## src/rtl/forward_scoreboard.sv

```systemverilog
// Forwarding and load-use hazard unit: a shifting record of in-flight destination
// registers that yields per-operand bypass selects and a load-use stall request.
module forward_scoreboard #(
    parameter int REG_W    = 5,
    parameter int NSRC     = 2,
    parameter int DEPTH    = 3,
    parameter int LOAD_LAT = 1,
    parameter int CNT_W    = 16,
    parameter int SEL_W    = $clog2(DEPTH + 1)
) (
    input  logic                    CLK,
    input  logic                    RST,
    input  logic                    issue_valid,
    input  logic [REG_W-1:0]        issue_rd,
    input  logic                    issue_regW,
    input  logic                    issue_load,
    input  logic [NSRC*REG_W-1:0]   src_regs,
    input  logic [NSRC-1:0]         src_used,
    input  logic                    stall_in,
    input  logic                    flush,
    output logic [NSRC*SEL_W-1:0]   fwd_sel,
    output logic                    hazard_stall,
    output logic [CNT_W-1:0]        hazard_count
);

    logic [DEPTH-1:0]             valid_q, valid_d;
    logic [DEPTH-1:0]             regw_q, regw_d;
    logic [DEPTH-1:0]             load_q, load_d;
    logic [DEPTH-1:0][REG_W-1:0]  rd_q, rd_d;
    logic [CNT_W-1:0]             hazard_count_q, hazard_count_d;

    logic [DEPTH-1:0]             live_s;
    logic [NSRC-1:0]              hit_s;
    logic [NSRC-1:0]              op_hazard_s;
    logic [NSRC*SEL_W-1:0]        fwd_sel_s;
    logic                         hazard_stall_s;

    // Entries that actually produce a forwardable register value (r0 never tracked)
    always_comb begin
        live_s = '0;
        for (int j = 0; j < DEPTH; j++) begin
            live_s[j] = valid_q[j] && regw_q[j] && (rd_q[j] != {REG_W{1'b0}});
        end
    end

    // Per-operand search from youngest to oldest; the first hit decides, even a not-ready load
    always_comb begin
        hit_s       = '0;
        op_hazard_s = '0;
        fwd_sel_s   = '0;
        for (int k = 0; k < NSRC; k++) begin
            for (int j = 0; j < DEPTH; j++) begin
                if (!hit_s[k] && src_used[k] &&
                    (src_regs[k*REG_W +: REG_W] != {REG_W{1'b0}}) &&
                    live_s[j] && (rd_q[j] == src_regs[k*REG_W +: REG_W])) begin
                    hit_s[k] = 1'b1;
                    if (load_q[j] && (j < LOAD_LAT)) begin
                        op_hazard_s[k] = 1'b1;
                    end else begin
                        fwd_sel_s[k*SEL_W +: SEL_W] = SEL_W'(j + 1);
                    end
                end else begin
                    hit_s[k] = hit_s[k];
                end
            end
        end
        hazard_stall_s = issue_valid && (|op_hazard_s) && !flush;
    end

    // Scoreboard advance: freeze on stall_in (flush still kills entry 0), else shift
    always_comb begin
        valid_d        = valid_q;
        regw_d         = regw_q;
        load_d         = load_q;
        rd_d           = rd_q;
        hazard_count_d = hazard_count_q;
        if (stall_in) begin
            if (flush) begin
                valid_d[0] = 1'b0;
            end else begin
                valid_d[0] = valid_q[0];
            end
        end else begin
            for (int j = DEPTH - 1; j > 0; j--) begin
                valid_d[j] = valid_q[j-1];
                regw_d[j]  = regw_q[j-1];
                load_d[j]  = load_q[j-1];
                rd_d[j]    = rd_q[j-1];
            end
            valid_d[0] = issue_valid && !hazard_stall_s && !flush;
            regw_d[0]  = issue_regW;
            load_d[0]  = issue_load;
            rd_d[0]    = issue_rd;
            if (hazard_stall_s && (hazard_count_q != {CNT_W{1'b1}})) begin
                hazard_count_d = hazard_count_q + CNT_W'(1);
            end else begin
                hazard_count_d = hazard_count_q;
            end
        end
    end

    // State registers with synchronous reset
    always_ff @(posedge CLK) begin
        if (RST) begin
            valid_q        <= '0;
            regw_q         <= '0;
            load_q         <= '0;
            rd_q           <= '0;
            hazard_count_q <= '0;
        end else begin
            valid_q        <= valid_d;
            regw_q         <= regw_d;
            load_q         <= load_d;
            rd_q           <= rd_d;
            hazard_count_q <= hazard_count_d;
        end
    end

    assign fwd_sel      = fwd_sel_s;
    assign hazard_stall = hazard_stall_s;
    assign hazard_count = hazard_count_q;

endmodule

```

## config.mk

```make
export PLATFORM = sky130hd
export DESIGN_NAME = forward_scoreboard
export DESIGN_NICKNAME = d
export VERILOG_FILES = /design/src/rtl/forward_scoreboard.sv
export SDC_FILE = /design/constraint.sdc
export NUM_CORES = 1
export LEC_CHECK = 0
export ABC_AREA = 1
export CAP_MARGIN = 20
export CORE_MARGIN = 2
export CORE_UTILIZATION = 51
export DETAILED_ROUTE_END_ITERATION = 12
export GPL_ROUTABILITY_DRIVEN = 0
export PLACE_DENSITY = 0.79
export SLEW_MARGIN = 20
export SYNTH_ARGS = -nofsm -noshare
export SYNTH_HDL_FRONTEND = slang
export SYNTH_SLANG_ARGS = --single-unit
```

## constraint.sdc

```tcl
create_clock -name CLK -period 2.2 [get_ports CLK]
set_input_delay 0.66 -clock CLK [delete_from_list [all_inputs] [get_ports CLK]]
set_output_delay 0.66 -clock CLK [all_outputs]
set_load 0.02 [all_outputs]
```

==> run_1/congestion_map.png <==
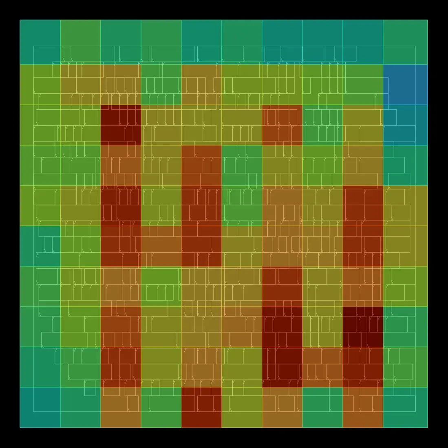
All-Layer GR Usage: 25.2%
met2 Track Usage GR: 42.7%
met3 GRT Util: 4.65%
met1 Use GR: 31.8%
post-layout util: 79.5%

==> run_1/m2.png <==
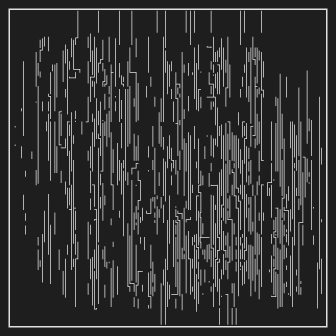
wire length on this layer: 3,060 µm
longest straight run: 37.9 µm
nets with wire on the layer: 359
drt total wl: 6400 µm
routed vias: 2,428

==> run_1/m1.png <==
Scale bar: 20 µm.
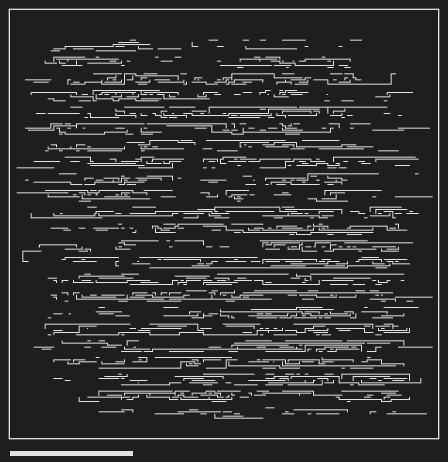
longest straight run: 32.2 µm
main direction: horizontal
nets with wire on the layer: 408

==> metrics.csv <==
stage;metric;value;unit
outcome;status;complete, but fails checks;
outcome;violations;negative setup slack;
finish;nNetsFinal;440;
clock_network;cts_hold_buf;0;
power_and_ir_drop;clockPowerShare;31.7;%
yosys;postSynthCellCount;334;
critical_path;required;1.54;ns
yosys;fp_nets;359;
drt;vias_per_cell;5.21;
timing;final-setup-viol-count;5;
power_and_ir_drop;max-vdd-ir-drop;515;µV
timing;layout_min_cycle_time;2.52;ns
yosys;compound_area_share;11.1;%
yosys;ys_sh_xor;9.15;%
yosys;synth.avg_cell_area;6.59;µm²
yosys;topCellsByArea;dfxtp_1 35%, nor2_1 13%, nand2_1 12%, o21ai_0 5.7%, xnor2_1 5.6%;
placed_design;dp_cells;454;
critical_path;worstPathArrival;1.86;ns
timing;worst_slack;-0.324;ns
finish;antenna_cells;0;
finish;lay_top_cells;71 x nor2_1, 67 x nand2_1, 36 x buf_4, 27 x inv_1, 27 x clkdlybuf4s50_1;
run;tool_warnings;28;
drt;wire_per_inst;13.7;µm
global_route;grt_max_degree;37;
floorplan;die_h;69.7;µm
finish;fill_cells;291;
global_route;top_usage_layer;met2;
global_route;grt_overflow;0;
floorplan;num_rows;23;
timing;holdWs;0.478;ns
run 1: cell type report:
| type | count | area share (%) |
|---|---|---|
| timing repair buffer | 82 | 23.7 |
| clock inverter | 1 | 0.154 |
| clock buffer | 7 | 2.66 |
| multi-input combinational | 255 | 43.6 |
| inverter | 33 | 3.97 |
| tap | 50 | 1.93 |
| sequential | 38 | 24.0 |
run 1: per-layer routing:
metal	share of wire [%]	routed length [µm]
met1	45	2860
met2	48	3060
met3	4.8	309
met4	2.6	168
met5	0	0
run 1: worst paths after layout:
| check | slack, ns | cells after the start | end | from |
|---|---|---|---|---|
| max | -0.32 | 9 | fwd_sel[1] | src_regs[2] |
| min | 0.48 | 2 | hazard_count[7] | hazard_count[7] |
| max reg2reg | 0.16 | 14 | hazard_count[13] | rd_q[4] |
| min reg2reg | 0.48 | 2 | hazard_count[7] | hazard_count[7] |
run 1: state kept, by name, summed over array words and instances (netlist names):
register	cells
hazard_count	16
valid_q	3
load_q	1
regw_q	3
rd_q	15
run 1: cells in the mapped netlist, drive strengths merged:
cell / n
inv: 33
ha: 1
nor2: 83
nand3: 14
nand2: 75
nor3: 3
xor2: 9
nand4: 7
xnor2: 14
o21ai: 25
clkbuf: 5
o22ai: 1
a21oi: 16
o21bai: 3
buf: 3
nor4: 3
dfxtp: 38
nand3b: 1
run 1: what timing repair did:
item | 4_1_cts | 5_1_grt
buffers inserted | 3 | 1
resized | 96 | 45
setup endpoints to repair | 21 | 11
pin swaps | 16 | 18
run 1: worst max-delay path, stage by stage:
cell and delay, ns:
buf_4 0.13, buf_6 0.12, xor2_1 0.14, nor4_2 0.25, nand4_1 0.19, nor2_1 0.15
nor2_1 0.05, inv_1 0.06, buf_6 0.11
Power and IR drop assume default switching activity.
